Fig. 1: placement view
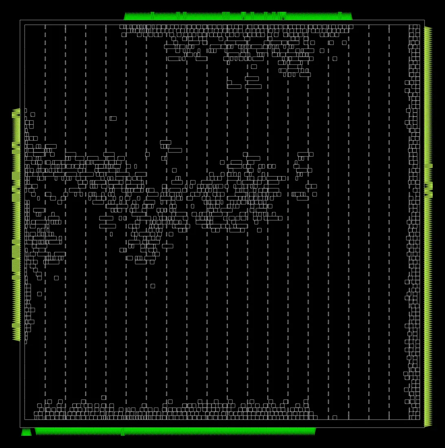
Fig. 2: nets reached from selected ports
(1.5 px per um)
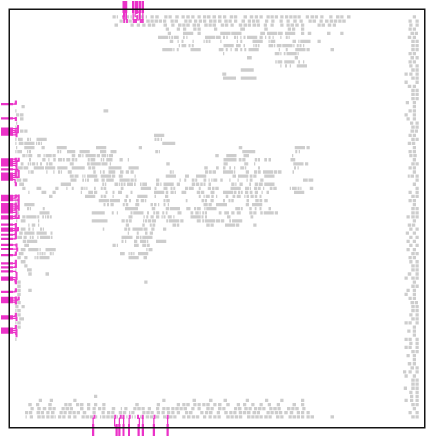
Fig. 3: where the registers sit
(2 px per um) Other sequential cells in the stronger gray, the rest of the logic in the fainter gray.
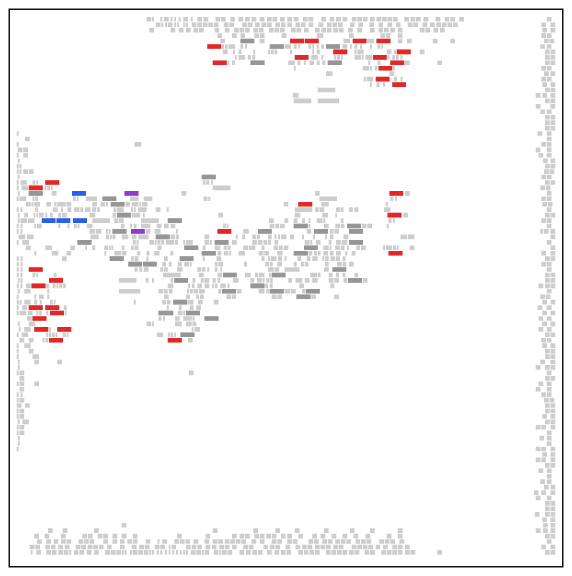
Fig. 4: signal metal coverage by tile
(1.5 px per um) The die is cut into 28 by 28 equal tiles; dark blue is low, red is high, scaled to the fullest tile. Values are wire area over tile area, all layers added.
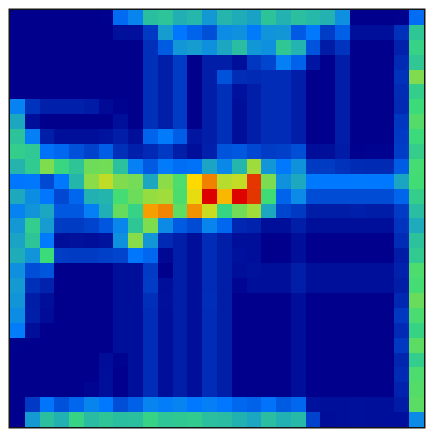
Fig. 5: routed metal, one color a layer
(1.5 px per um) Only two layers are drawn.
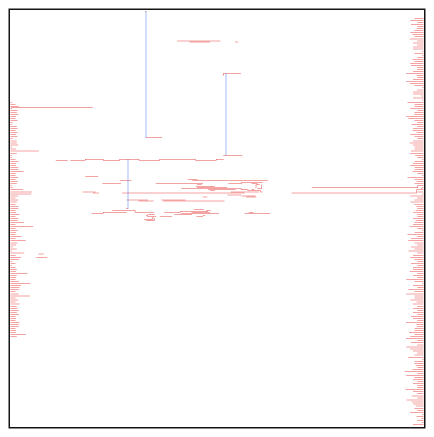
Design axi_wr_burst_master, sky130hd; sources not shown.
==> Changelog: implementation <==
### Physical design

- Status: complete, no violations
- Largest net degree at the start of global routing: 51
- Clk sinks: 82
- Crit. End Element: flip-flop
- Initial antenna violation count: 3
- Most numerous logic cell after layout: buf_4
- Endpoints failing hold: 0
- Number of detailed-route iterations in the first pass: 4
- Layout cells sized above 1: 50.9%
- Mapped Area: 8440 sq um
- Die Size: 76700 sq um
- Synth Area in Simple Gates: 14.0%
- Max Cap Viol: 0
- Biggest area cells: buf_4 (51%), dfxtp_1 (19%), nand2_1 (4.6%), a21oi_1 (4.0%), nand3_1 (1.5%)
- Die Wd: 276 um
- Max Clock Skew: 8.89 ps
- Post-synth seq share: 19.4%
- Period utilisation layout: 83.0%
- FP Util: 11.6%
About Fig. 1:
Final Core Density: 14.8%
Final Non-Filler Cells: 2201
core area: 72600 sq um
TAP cells: 959
fillcell total: 8296

About Fig. 2:
[magenta] m_axi_wstrb | direction: output | end cells: 64 | buffers: 0 | wire: 303 um
PortBufs: 597
I/O pin count: 697

About Fig. 3:
[red] m_axi_awaddr | sequential cells: 32
[purple] r_state | sequential cells: 2
[blue] r_len | sequential cells: 4
sequential share of cell area: 15.3%
Flop area: 1640 sq um

About Fig. 4:
emptiest ninth of the die: top left
tiles over half the peak: 6.2%
mean over tiles: 0.066
fullest tile: 0.46
nearly empty tiles: 31%
total track usage: 7.46%
WL final: 31500 um

About Fig. 5:
[red] M3 | wire length: 2820 um
[blue] M4 | wire length: 171 um
routed length per instance: 14.3 um
vias: 6904

## per-layer routing
layer	global-route usage (%)	share of wire, %	up-vias
li1	-	-	3227
met1	9.71	42	3232
met2	12.7	48	439
met3	1.88	9.0	6
met4	1.15	0.54	0
met5	0	0	-
## worst max-delay path: cells and delay by family, from the launching register on
family	cells	cell delay [ps]
simple gates	2	830
buf+inv	2	590
flops	1	340
fa+ha+maj	1	270
compound gates	1	190
## per-stage QoR
stage	util [%]	hold slack (ps)	instance area, sq um
after floorplan	-	382	8790
after global placement	14.4	444	10400
after detailed placement	14.4	449	10400
after CTS	14.8	227	10800
after global routing	14.8	271	10800
final	14.8	231	10800
## cell families after synthesis
family | count (synthesis)
compound gates | 139
xor+xnor | 8
fa+ha+maj | 9
buf+inv | 621
flops | 82
mux | 5
other cells | 2
simple gates | 236
## area by class of cell
cell class	count	area [sq um]	area share [%]
sequential	82	1640	15.3
clock inverter	7	101	0.941
tap	959	1200	11.1
timing repair buffer	642	4920	45.7
antenna	2	5.00	0.0465
inverter	10	37.5	0.349
clock buffer	9	225	2.09
multi-input combinational	490	2640	24.5
## cells in the mapped netlist (4+ instances only)
cell        n
ha_1        9
a31oi_1    15
and4_1      5
nand3_1    26
o211ai_1    7
nor3_1     14
xor2_1      5
mux2i_1     4
nand3b_1    4
dfxtp_1    82
nor2_1     20
a21oi_1    68
buf_2      10
a21o_1      4
nor4_1      4
o21ai_0    10
nand2_1   103
nand2b_1    7
or4_1      11
buf_4     578
a211oi_1    6
clkbuf_1   19
and3_1     15
inv_1      10
nand4_1    11
